File: src/rtl/fifo_pkg.sv
// rtl/fifo_pkg.sv - shared FIFO sizes and Gray-code helpers for both pointer domains
package fifo_pkg;

   localparam int FIFO_DATASIZE = 8;
   localparam int FIFO_ADDRSIZE = 4;
   localparam int GRAY_MAXW     = 32;

   // Callers zero-extend narrower pointers; leading zeros leave the low bits unchanged.
   function automatic logic [GRAY_MAXW-1:0] bin2gray(input logic [GRAY_MAXW-1:0] b);
      return b ^ (b >> 1);
   endfunction

   function automatic logic [GRAY_MAXW-1:0] gray2bin(input logic [GRAY_MAXW-1:0] g);
      logic [GRAY_MAXW-1:0] b;
      b[GRAY_MAXW-1] = g[GRAY_MAXW-1];
      for (int i = GRAY_MAXW-2; i >= 0; i--) begin
         b[i] = b[i+1] ^ g[i];
      end
      return b;
   endfunction

endpackage

File: src/rtl/fifo_rd_port_if.sv
// rtl/fifo_rd_port_if.sv - read-port signal bundle; rlevel exists only with FIFO_RD_LEVEL_EN
interface fifo_rd_port_if import fifo_pkg::*; #(
   parameter int DATASIZE = FIFO_DATASIZE,
   parameter int ADDRSIZE = FIFO_ADDRSIZE
) ();

   logic [ADDRSIZE:0]   rq2_wptr;
   logic [DATASIZE-1:0] rdata;
   logic [ADDRSIZE-1:0] raddr;
   logic [ADDRSIZE:0]   rptr;
   logic                rempty;
   logic [DATASIZE-1:0] dout;
   logic                dout_valid;
   logic                dout_ready;

`ifdef FIFO_RD_LEVEL_EN
   logic [ADDRSIZE:0]   rlevel;

   modport slave (
      input  rq2_wptr, rdata, dout_ready,
      output raddr, rptr, rempty, dout, dout_valid, rlevel
   );
   modport master (
      output rq2_wptr, rdata, dout_ready,
      input  raddr, rptr, rempty, dout, dout_valid, rlevel
   );
`else
   modport slave (
      input  rq2_wptr, rdata, dout_ready,
      output raddr, rptr, rempty, dout, dout_valid
   );
   modport master (
      output rq2_wptr, rdata, dout_ready,
      input  raddr, rptr, rempty, dout, dout_valid
   );
`endif

endinterface

File: src/rtl/fifo_gray2bin.sv
// rtl/fifo_gray2bin.sv - combinational Gray-to-binary converter (WIDTH <= 32)
module fifo_gray2bin import fifo_pkg::*; #(
   parameter int WIDTH = FIFO_ADDRSIZE + 1
) (
   input  logic [WIDTH-1:0] gray,
   output logic [WIDTH-1:0] bin
);

   assign bin = WIDTH'(gray2bin(GRAY_MAXW'(gray)));

endmodule

File: src/rtl/fifo_rd_port.sv
// rtl/fifo_rd_port.sv - async FIFO read side with first-word-fall-through output register
// Defining FIFO_RD_LEVEL_EN adds a registered fill level (rlevel) of unread memory words.
module fifo_rd_port import fifo_pkg::*; #(
   parameter int DATASIZE = FIFO_DATASIZE,
   parameter int ADDRSIZE = FIFO_ADDRSIZE
) (
   input  logic           rclk,
   input  logic           rrst,
   fifo_rd_port_if.slave  rd
);

   localparam int PW = ADDRSIZE + 1;

   logic [PW-1:0]       rbin;
   logic [PW-1:0]       rbinnext;
   logic [PW-1:0]       rgraynext;
   logic [PW-1:0]       rptr_q;
   logic                rempty_q;
   logic                rinc;
   logic [DATASIZE-1:0] dout_q;
   logic                dout_valid_q;

   // Pop from memory whenever the output register is free or being drained this cycle.
   always_comb begin
      rinc      = !rempty_q && (!dout_valid_q || rd.dout_ready);
      rbinnext  = rbin + PW'(rinc);
      rgraynext = PW'(bin2gray(GRAY_MAXW'(rbinnext)));
   end

   always_ff @(posedge rclk or posedge rrst) begin
      if (rrst) begin
         rbin         <= '0;
         rptr_q       <= '0;
         rempty_q     <= 1'b1;
         dout_q       <= '0;
         dout_valid_q <= 1'b0;
      end else begin
         rbin     <= rbinnext;
         rptr_q   <= rgraynext;
         rempty_q <= (rgraynext == rd.rq2_wptr);
         if (rinc) begin
            dout_q       <= rd.rdata;
            dout_valid_q <= 1'b1;
         end else if (rd.dout_ready) begin
            dout_valid_q <= 1'b0;
         end
      end
   end

   assign rd.raddr      = rbin[ADDRSIZE-1:0];
   assign rd.rptr       = rptr_q;
   assign rd.rempty     = rempty_q;
   assign rd.dout       = dout_q;
   assign rd.dout_valid = dout_valid_q;

`ifdef FIFO_RD_LEVEL_EN
   logic [PW-1:0] wbin;
   logic [PW-1:0] rlevel_q;

   fifo_gray2bin #(.WIDTH(PW)) u_wptr_g2b (
      .gray (rd.rq2_wptr),
      .bin  (wbin)
   );

   // Measured against the post-pop pointer, so the word sitting in dout is not counted.
   always_ff @(posedge rclk or posedge rrst) begin
      if (rrst) begin
         rlevel_q <= '0;
      end else begin
         rlevel_q <= wbin - rbinnext;
      end
   end

   assign rd.rlevel = rlevel_q;
`endif

endmodule

File: src/flat_wrapper.sv
// flat-port wrapper written by rule: the top's interface ports become plain ports
module fifo_rd_port_flat import fifo_pkg::*;
#(
   parameter int DATASIZE = FIFO_DATASIZE,
   parameter int ADDRSIZE = FIFO_ADDRSIZE
)
  (rclk, rrst, rd_rq2_wptr, rd_rdata, rd_dout_ready, rd_raddr, rd_rptr, rd_rempty, rd_dout, rd_dout_valid);
  fifo_rd_port_if #(.DATASIZE(DATASIZE), .ADDRSIZE(ADDRSIZE)) rd_i ();
  input  logic rclk;
  input  logic rrst;
  input wire logic [$bits(rd_i.rq2_wptr)-1:0] rd_rq2_wptr;
  input wire logic [$bits(rd_i.rdata)-1:0] rd_rdata;
  input wire logic [$bits(rd_i.dout_ready)-1:0] rd_dout_ready;
  output wire logic [$bits(rd_i.raddr)-1:0] rd_raddr;
  output wire logic [$bits(rd_i.rptr)-1:0] rd_rptr;
  output wire logic [$bits(rd_i.rempty)-1:0] rd_rempty;
  output wire logic [$bits(rd_i.dout)-1:0] rd_dout;
  output wire logic [$bits(rd_i.dout_valid)-1:0] rd_dout_valid;
  assign rd_i.rq2_wptr = rd_rq2_wptr;
  assign rd_i.rdata = rd_rdata;
  assign rd_i.dout_ready = rd_dout_ready;
  assign rd_raddr = rd_i.raddr;
  assign rd_rptr = rd_i.rptr;
  assign rd_rempty = rd_i.rempty;
  assign rd_dout = rd_i.dout;
  assign rd_dout_valid = rd_i.dout_valid;
  fifo_rd_port #(.DATASIZE(DATASIZE), .ADDRSIZE(ADDRSIZE)) u_core (.rclk(rclk), .rrst(rrst), .rd(rd_i));
endmodule
File: config.mk
export PLATFORM = sky130hd
export DESIGN_NAME = fifo_rd_port_flat
export DESIGN_NICKNAME = d
export VERILOG_FILES = /design/src/rtl/fifo_pkg.sv /design/src/rtl/fifo_rd_port_if.sv /design/src/rtl/fifo_gray2bin.sv /design/src/rtl/fifo_rd_port.sv /design/src/flat_wrapper.sv
export SDC_FILE = /design/constraint.sdc
export NUM_CORES = 1
export LEC_CHECK = 0
export CORE_UTILIZATION = 37
export CTS_CLUSTER_SIZE = 12
export DETAILED_ROUTE_END_ITERATION = 6
export GPL_ROUTABILITY_DRIVEN = 1
export PLACE_DENSITY_LB_ADDON = 0.15
export SYNTH_ARGS = -nofsm -noshare
export SYNTH_HDL_FRONTEND = slang
export SYNTH_SLANG_ARGS = --single-unit
export TNS_END_PERCENT = 20
File: constraint.sdc
create_clock -name rclk -period 2.13 [get_ports rclk]
set_input_delay 0.426 -clock rclk [delete_from_list [all_inputs] [get_ports rclk]]
set_output_delay 0.426 -clock rclk [all_outputs]
set_load 0.01 [all_outputs]
==> impl_metrics.ini, run 1 <==
; physical design summary
[synthesis]
ys.flop_type = dfrtp_1
avgSynthCellArea_sq_um = 14.17
ys_top_cells_by_area = dfrtp_1 54%, mux2_1 8.1%, xnor2_1 5.2%
yosys.stat.seqShare = 0.5704
ys_types = 21
simple_gate_share = 0.05988
synth_warnings = 0
adder_share = 0.02994
xor_area_frac = 0.1707
netlist_instances = 59
synth_top_area_share = 0.5389
mappedNetlistNets = 77
synth_area_sq_um = 835.8
edf_count = 0
synthTopLogicFamily = XOR/XNOR gates
yosysTopAreaCell = dfrtp_1
top_cell = dfrtp_1
ys_sh_aoi = 0.03443
synth_flop_count = 19
synthArstFlopShare = 1.000
mux_share = 0.1078
ys_cells = 59
top_cells_by_count = 18 x dfrtp_1, 6 x mux2_1, 5 x inv_1, 5 x xnor2_1, 5 x xor2_1
yosysChipArea_sq_um = 835.8

[sta]
finClkSkew_ps = 2.010
layout_min_cycle_time_ps = 2066
max_slew.worst_pin.slew_ps = 293.0
fmax_mhz = 484.1
max-slew-margin-rel = 0.8047
final.setup.tns_ps = 0
hold_viol_final = 0
rsz0062_at_grt = no
min_period_over_period = 0.9698
setup_viol = 0
maxSlewViolCount = 0

[layout]
drive_gt1_frac = 0.2407
fin_util = 0.6667
fillers = 167
areaGrowthSynthToFinish_pct = 62.87
nNetsFinal = 127
diodes = 0

[clock_network]
cts_tree = done
htreeDepth = 1
cts_root_buf = clkbuf_4
holdBufCountCts = 0
cts_buffers = 3
cts.sinks = 19
clk_latency_ps = 290
cts.path.max_buffers = 2
path_clk_slew_ps = 100

[drt]
ant_nets = 0
drtIter0Drc = 4
wl_mm = 1.639
drt-pass1-iter-count = 4
drc_errors = 0
via_per_inst = 4.504

[worst_setup_path]
worstSetupPathType = register to register
cp_common_cell = ha_4
endpoint_kind = register
cp_max_fo = 3
crit_buf_inv = 0
required_ps = 2340
cp_cell_sequence = a21oi_4, ha_4, ha_4, xor2_4, xor2_1, or3_1, a221oi_2
slowest_stage = dfstp_2
crit_family = flip-flops
start_kind = register
slowest_delay_ps = 580
arrival_ps = 2270

[job]
tool_warnings = 26
maxCapViolCount = 0

[power]
power_density_nw_per_um2 = 1423
power_mw = 1.937
p_leak_nw = 0.5852
irDropWorstVdd_mv = 0.9841

[global_routing]
grt_max_degree = 20
grt_antenna_before_repair = 0
overflow = 0
grt_pass1_wl_mm = 2.787
grt_pass1_vias = 633

[status]
status = complete, no violations

[place]
gp_congestion = 0.6866
portBuffers = 34
dp_cells = 129
hpwlAfterDp_mm = 1.339

[floorplan]
die-area_sq_um = 2453
fp.dieW_microns = 49.53
die_h_microns = 49.53
pin_count = 35
design.core.area_sq_um = 2042
fp_util = 0.4093
num_rows = 16

[worst_hold_path]
hold_path_class = input port to async pin
==> run 1: sequential cells by signal, indices dropped and copies added (netlist names) <==
name                  cells
u_core.rd.dout            8
u_core.rbin               5
u_core.rd.rptr            4
u_core.rd.dout_valid      1
u_core.rd.rempty          1
==> run 1: cell type report <==
cell class              instances  area, sq um  share of cell area
clock buffers                   4        26.28             0.01930
inverters                       6        22.52             0.01654
multi-input cells              34        380.4              0.2794
flip-flops and latches         19        476.7              0.3502
well taps                      27        33.78             0.02482
repair buffers                 45        421.7              0.3097
==> run 1: layout by cell type, fill, tap and decap left out, types with 2 or more instances in the layout <==
master and instances:
dfrtp_1 18, nand3_1 2, clkdlybuf4s50_1 33, inv_2 2, clkbuf_4 3, nand2_1 2
ha_4 2, xnor2_1 5, mux2_1 6, inv_1 4, xor2_1 5, mux2_2 2
buf_4 11
==> run 1: metal layers <==
metal / part of all wire / track usage / routed length (microns)
met5: 0 / 0 / 0
met4: 0 / 0.01905 / 0
met3: 0.057 / 0.05864 / 94
met2: 0.51 / 0.2568 / 842
met1: 0.43 / 0.1833 / 702
==> run 1: through the flow <==
step	instance area [sq um]	hold WS, ps	setup WS (ps)
after floorplan	879.6	376.4	14.11
after global placement	1321	469.2	-312.7
after detailed placement	1321	478.7	-394.3
after CTS	1361	443.8	51.74
after global routing	1361	511.7	19.87
final	1361	441.4	64.22
==> run 1: worst min-delay path: stages <==
cell and delay, ps:
clkdlybuf4s50_1 390, inv_1 50, buf_4 250
==> run 1: cells by family after synthesis <==
group | Yosys count
buffers and inverters | 6
AND/OR/NAND/NOR | 8
XOR/XNOR | 13
adder cells (fa/ha/maj) | 2
AND-OR/OR-AND | 3
multiplexers | 8
flip-flops | 19
==> run 1: repair_timing <==
item / in CTS / in global routing
setup endpoints to repair: 1 / 0
buffers inserted: 2 / 0
gates resized: 2 / 0
==> run 1: final timing paths <==
path                                      to               from  slack, ps  cells past startpoint
max                         u_core.rd.rempty   u_core.rd.rempty         60                      7
min                        u_core.rd.dout[1]               rrst        440                      3
max reg2reg                 u_core.rd.rempty   u_core.rd.rempty         60                      7
min reg2reg                u_core.rd.dout[5]  u_core.rd.dout[5]        500                      1
max in group asynchronous   u_core.rd.rempty               rrst       1430                      3
min in group rclk          u_core.rd.dout[5]  u_core.rd.dout[5]        500                      1
==> run 1: power breakdown <==
group | internal (mW) | leakage [nW] | switching (mW)
clock | 0.0729 | 0.0150 | 0.103
sequential | 0.518 | 0.217 | 0.117
combinational | 0.681 | 0.353 | 0.446
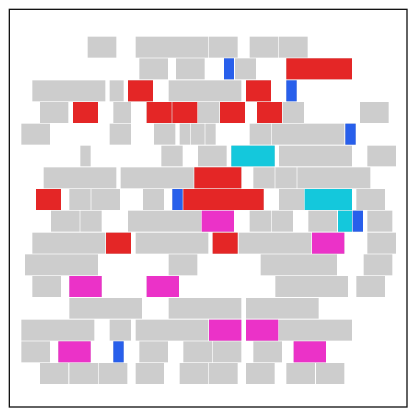
(run_1/gates.png)
Drawn at 8 px/micron.
| colour | family | cells |
|---|---|---|
| red | xor and xnor cells | 13 |
| cyan | aoi and oai cells | 3 |
| blue | inv cells | 6 |
| magenta | mux cells | 8 |
Comb area share: 0.2794
final non-filler cell total: 135
dominant logic cell type in the layout: clkdlybuf4s50_1

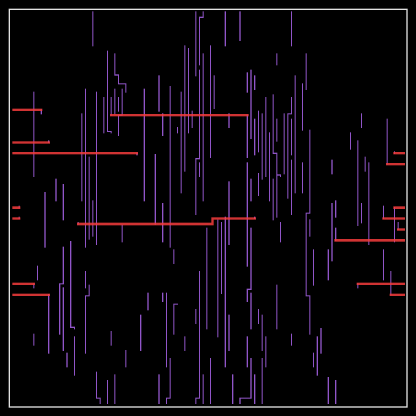
(run_1/layers.png)
Drawn at 8 px/micron. Two of the layers only.
| colour | layer | wire length |
|---|---|---|
| purple | M2 | 842 microns |
| red | M3 | 94.8 microns |
Vias: 608
Tot GR Track Use: 0.1505
Avg WL per Cell: 12.14 microns

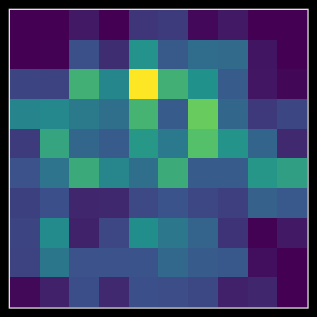
(run_1/route_heat.png)
Drawn at 6 px/micron. The die is cut into 10 by 10 equal tiles; dark purple is low, yellow is high, scaled to the fullest tile. Values are wire area over tile area, all layers added.
nearly empty tiles: 12%
densest ninth of the die: centre
fullest tile: 0.39
mean over tiles: 0.11
tiles over half the peak: 15%

==> run 2, diff against run 1 <==
- HOLD_SLACK_MARGIN: unset -> 0.03
- SLEW_MARGIN: unset -> 15
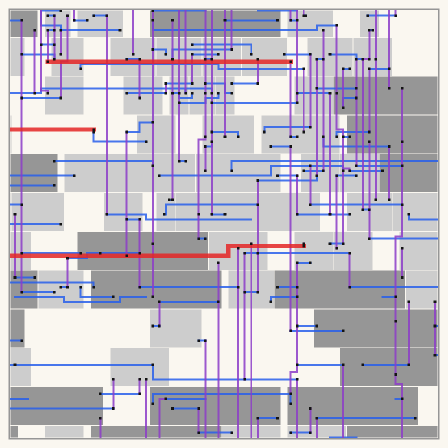
(run_2/closeup.png)
Window x 10 to 40, y 10 to 40 microns. Cells in grey, sequential cells in the stronger grey; small squares are vias.
| colour | layer |
|---|---|
| purple | M2 |
| blue | M1 |
| red | M3 |
netlist names of flops here include: u_core.rd.dout (4), u_core.rd.rptr (3), u_core.rbin (2)
most frequent: dfrtp_1 (10), buf_4 (8), xnor2_1 (5)
sequential cells in the window: 11
cells with their middle in the window: 51

==> run 2 against run 1 <==
Effect of this change:
- sequential power is essentially flat
- cell count is the same
- area after synthesis is the same
- utilization is the same
- clock skew is the same
- highest routed layer unchanged
- non-clock buffer count is the same
- flip-flop count is the same
- register-to-register slack is essentially flat
- setup slack is the same
- worst hold slack is the same
- sequential share of layout area is the same
==> impl_metrics.ini, run 2 <==
; physical design summary
[status]
status = complete, no violations

[power]
power_density_nw_per_um2 = 1423
switchingPower_mw = 0.6647
p_int_mw = 1.272
seq_power_share = 0.328
swShare = 0.3431
irDropWorstVdd_mv = 0.9841
p_leak_nw = 0.5852
power_mw = 1.937
pwr-share-comb = 0.582
pwr-share-clk = 0.091

[drt]
drc_errors = 0
via_per_inst = 4.504
drt-pass1-iter-count = 4
wl_mm = 1.639
detail_route.wl_per_cell_microns = 12.14
num_vias = 608
ant_nets = 0
drtIter0Drc = 4

[synthesis]
ys_top_cells_by_area = dfrtp_1 54%, mux2_1 8.1%, xnor2_1 5.2%
yosys.stat.seqShare = 0.5704
yosysChipArea_sq_um = 835.8
mappedNetlistNets = 77
synth_top_area_share = 0.5389
edf_count = 0
synthArstFlopShare = 1.000
ys_sh_aoi = 0.03443
synth_warnings = 0
ys_types = 21
synth_area_sq_um = 835.8
ys_cells = 59
ys.flop_type = dfrtp_1
netlist_instances = 59
avgSynthCellArea_sq_um = 14.17
simple_gate_share = 0.05988
adder_share = 0.02994
synth_flop_count = 19
mux_share = 0.1078
yosysTopAreaCell = dfrtp_1
xor_area_frac = 0.1707
top_cells_by_count = 18 x dfrtp_1, 6 x mux2_1, 5 x inv_1, 5 x xnor2_1, 5 x xor2_1
top_cell = dfrtp_1
synthTopLogicFamily = XOR/XNOR gates

[layout]
mostFrequentLayoutCells = 33 x clkdlybuf4s50_1, 18 x dfrtp_1, 11 x buf_4, 6 x mux2_1
largest_reg_flops = 8
nNetsFinal = 127
diodes = 0
fillers = 167
drive_gt1_frac = 0.2407
fin_util = 0.6667
final_cell_area_sq_um = 1361
layout_top_cell = clkdlybuf4s50_1
areaGrowthSynthToFinish_pct = 62.87

[place]
portBuffers = 34
dpl_cell_area_sq_um = 1321
gp_congestion = 0.6866
place_ws_ps = -394.3
hpwlAfterDp_mm = 1.339

[sta]
maxSlewViolCount = 0
final.setup.tns_ps = 0
max-slew-margin-rel = 0.8047
fmax_mhz = 484.1
max_slew.worst_pin.slew_ps = 293.0
finClkSkew_ps = 2.010
layout_min_cycle_time_ps = 2066
setup_ws_ps = 64.22
min_period_over_period = 0.9698
setup_viol = 0
rsz0062_at_grt = no
hold_viol_final = 0

[floorplan]
design.core.area_sq_um = 2042
fp.dieW_microns = 49.53
pin_count = 35
die-area_sq_um = 2453
fp_util = 0.4093
die_h_microns = 49.53
num_rows = 16

[worst_hold_path]
hold_path_class = input port to async pin

[clock_network]
clk_latency_ps = 290
cts_buffers = 3
htreeDepth = 1
cts.path.max_buffers = 2
cts.sinks = 19
path_clk_slew_ps = 100
cts_root_buf = clkbuf_4
cts_tree = done

[worst_setup_path]
start_kind = register
arrival_ps = 2270
endpoint_kind = register
reg2reg_depth = 7
required_ps = 2340
cp_max_fo = 3
worstSetupPathType = register to register

[job]
tool_warnings = 26
maxCapViolCount = 0

[global_routing]
grt_antenna_before_repair = 0
grt_pass1_vias = 633
overflow = 0
grt_max_degree = 20
grt_pass1_wl_mm = 2.787
track_usage = 0.1505
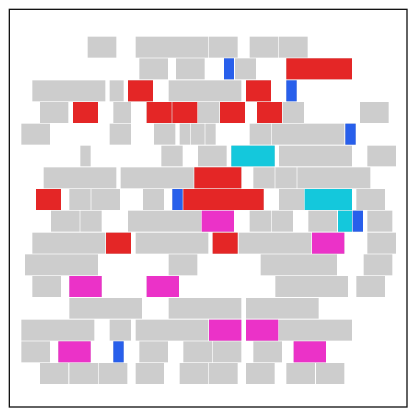
(run_2/gates.png)
Drawn at 8 px/micron.
| colour | family | cells |
|---|---|---|
| magenta | mux cells | 8 |
| blue | inv cells | 6 |
| cyan | aoi and oai cells | 3 |
| red | xor and xnor cells | 13 |

## run 2: cell counts after synthesis
Identical to the previous run, type by type.
## run 2: area by class of cell
cell class	count	area, sq um	share of cell area
Clock buffer	4	26.28	0.01930
Inverter	6	22.52	0.01654
Multi-Input combinational cell	34	380.4	0.2794
Sequential cell	19	476.7	0.3502
Tap cell	27	33.78	0.02482
Timing Repair Buffer	45	421.7	0.3097
## run 2: per-stage QoR
stage / hold WS (ps) / instances
2_1_floorplan: 376.4 / 59
3_3_place_gp: 469.2 / 129
3_5_place_dp: 478.7 / 129
4_1_cts: 443.8 / 135
5_1_grt: 511.7 / 135
6_report: 441.4 / 135
## run 2: critical path: stages, from the launching register on
cell and delay [ps]:
dfstp_2 580, a21oi_4 50, ha_4 180, ha_4 180, xor2_4 150, xor2_1 180, or3_1 410, a221oi_2 260
## run 2: what timing repair did
item / 4_1_cts / 5_1_grt
resized: 2 / 0
hold buffers: 0 / 0
setup endpoints to repair: 1 / 0
setup buffers: 2 / 0
## run 2: kinds of logic (layout without fill, tap and decap cells)
logic type      after synthesis  after routing
compound gates                3              3
xor+xnor                     13             13
fa+ha+maj                     2              2
buf+inv                       6             55
flops                        19             19
mux                           8              8
simple gates                  8              8
## run 2: final timing paths
path,startpoint,to,slack (ps)
max,u_core.rd.rempty,u_core.rd.rempty,60
min,rrst,u_core.rd.dout[1],440
max reg2reg,u_core.rd.rempty,u_core.rd.rempty,60
min reg2reg,u_core.rd.dout[5],u_core.rd.dout[5],500
max in group asynchronous,rrst,u_core.rd.rempty,1430
min in group rclk,u_core.rd.dout[5],u_core.rd.dout[5],500
## run 2: layer usage
metal  part of all wire  GRT usage  vias up  wire, microns
met5                  0          0        -              0
met4                  0    0.01905        0              0
met3              0.057    0.05864        0             94
met2               0.51     0.2568       20            842
met1               0.43     0.1833      294            702
li1                   -          -      294              -
## run 2: power groups by stage
stage / logic (mW) / clock network (mW) / registers [mW]
4_1_cts: 1.14 / 0.184 / 0.639
5_1_grt: 1.23 / 0.198 / 0.655
6_report: 1.13 / 0.175 / 0.635
3_3_place_gp: 1.09 / 0 / 0.642
3_5_place_dp: 1.12 / 0 / 0.647
2_1_floorplan: 0.522 / 0 / 0.707
No activity file was given, so power comes from the tool's default toggle rates.
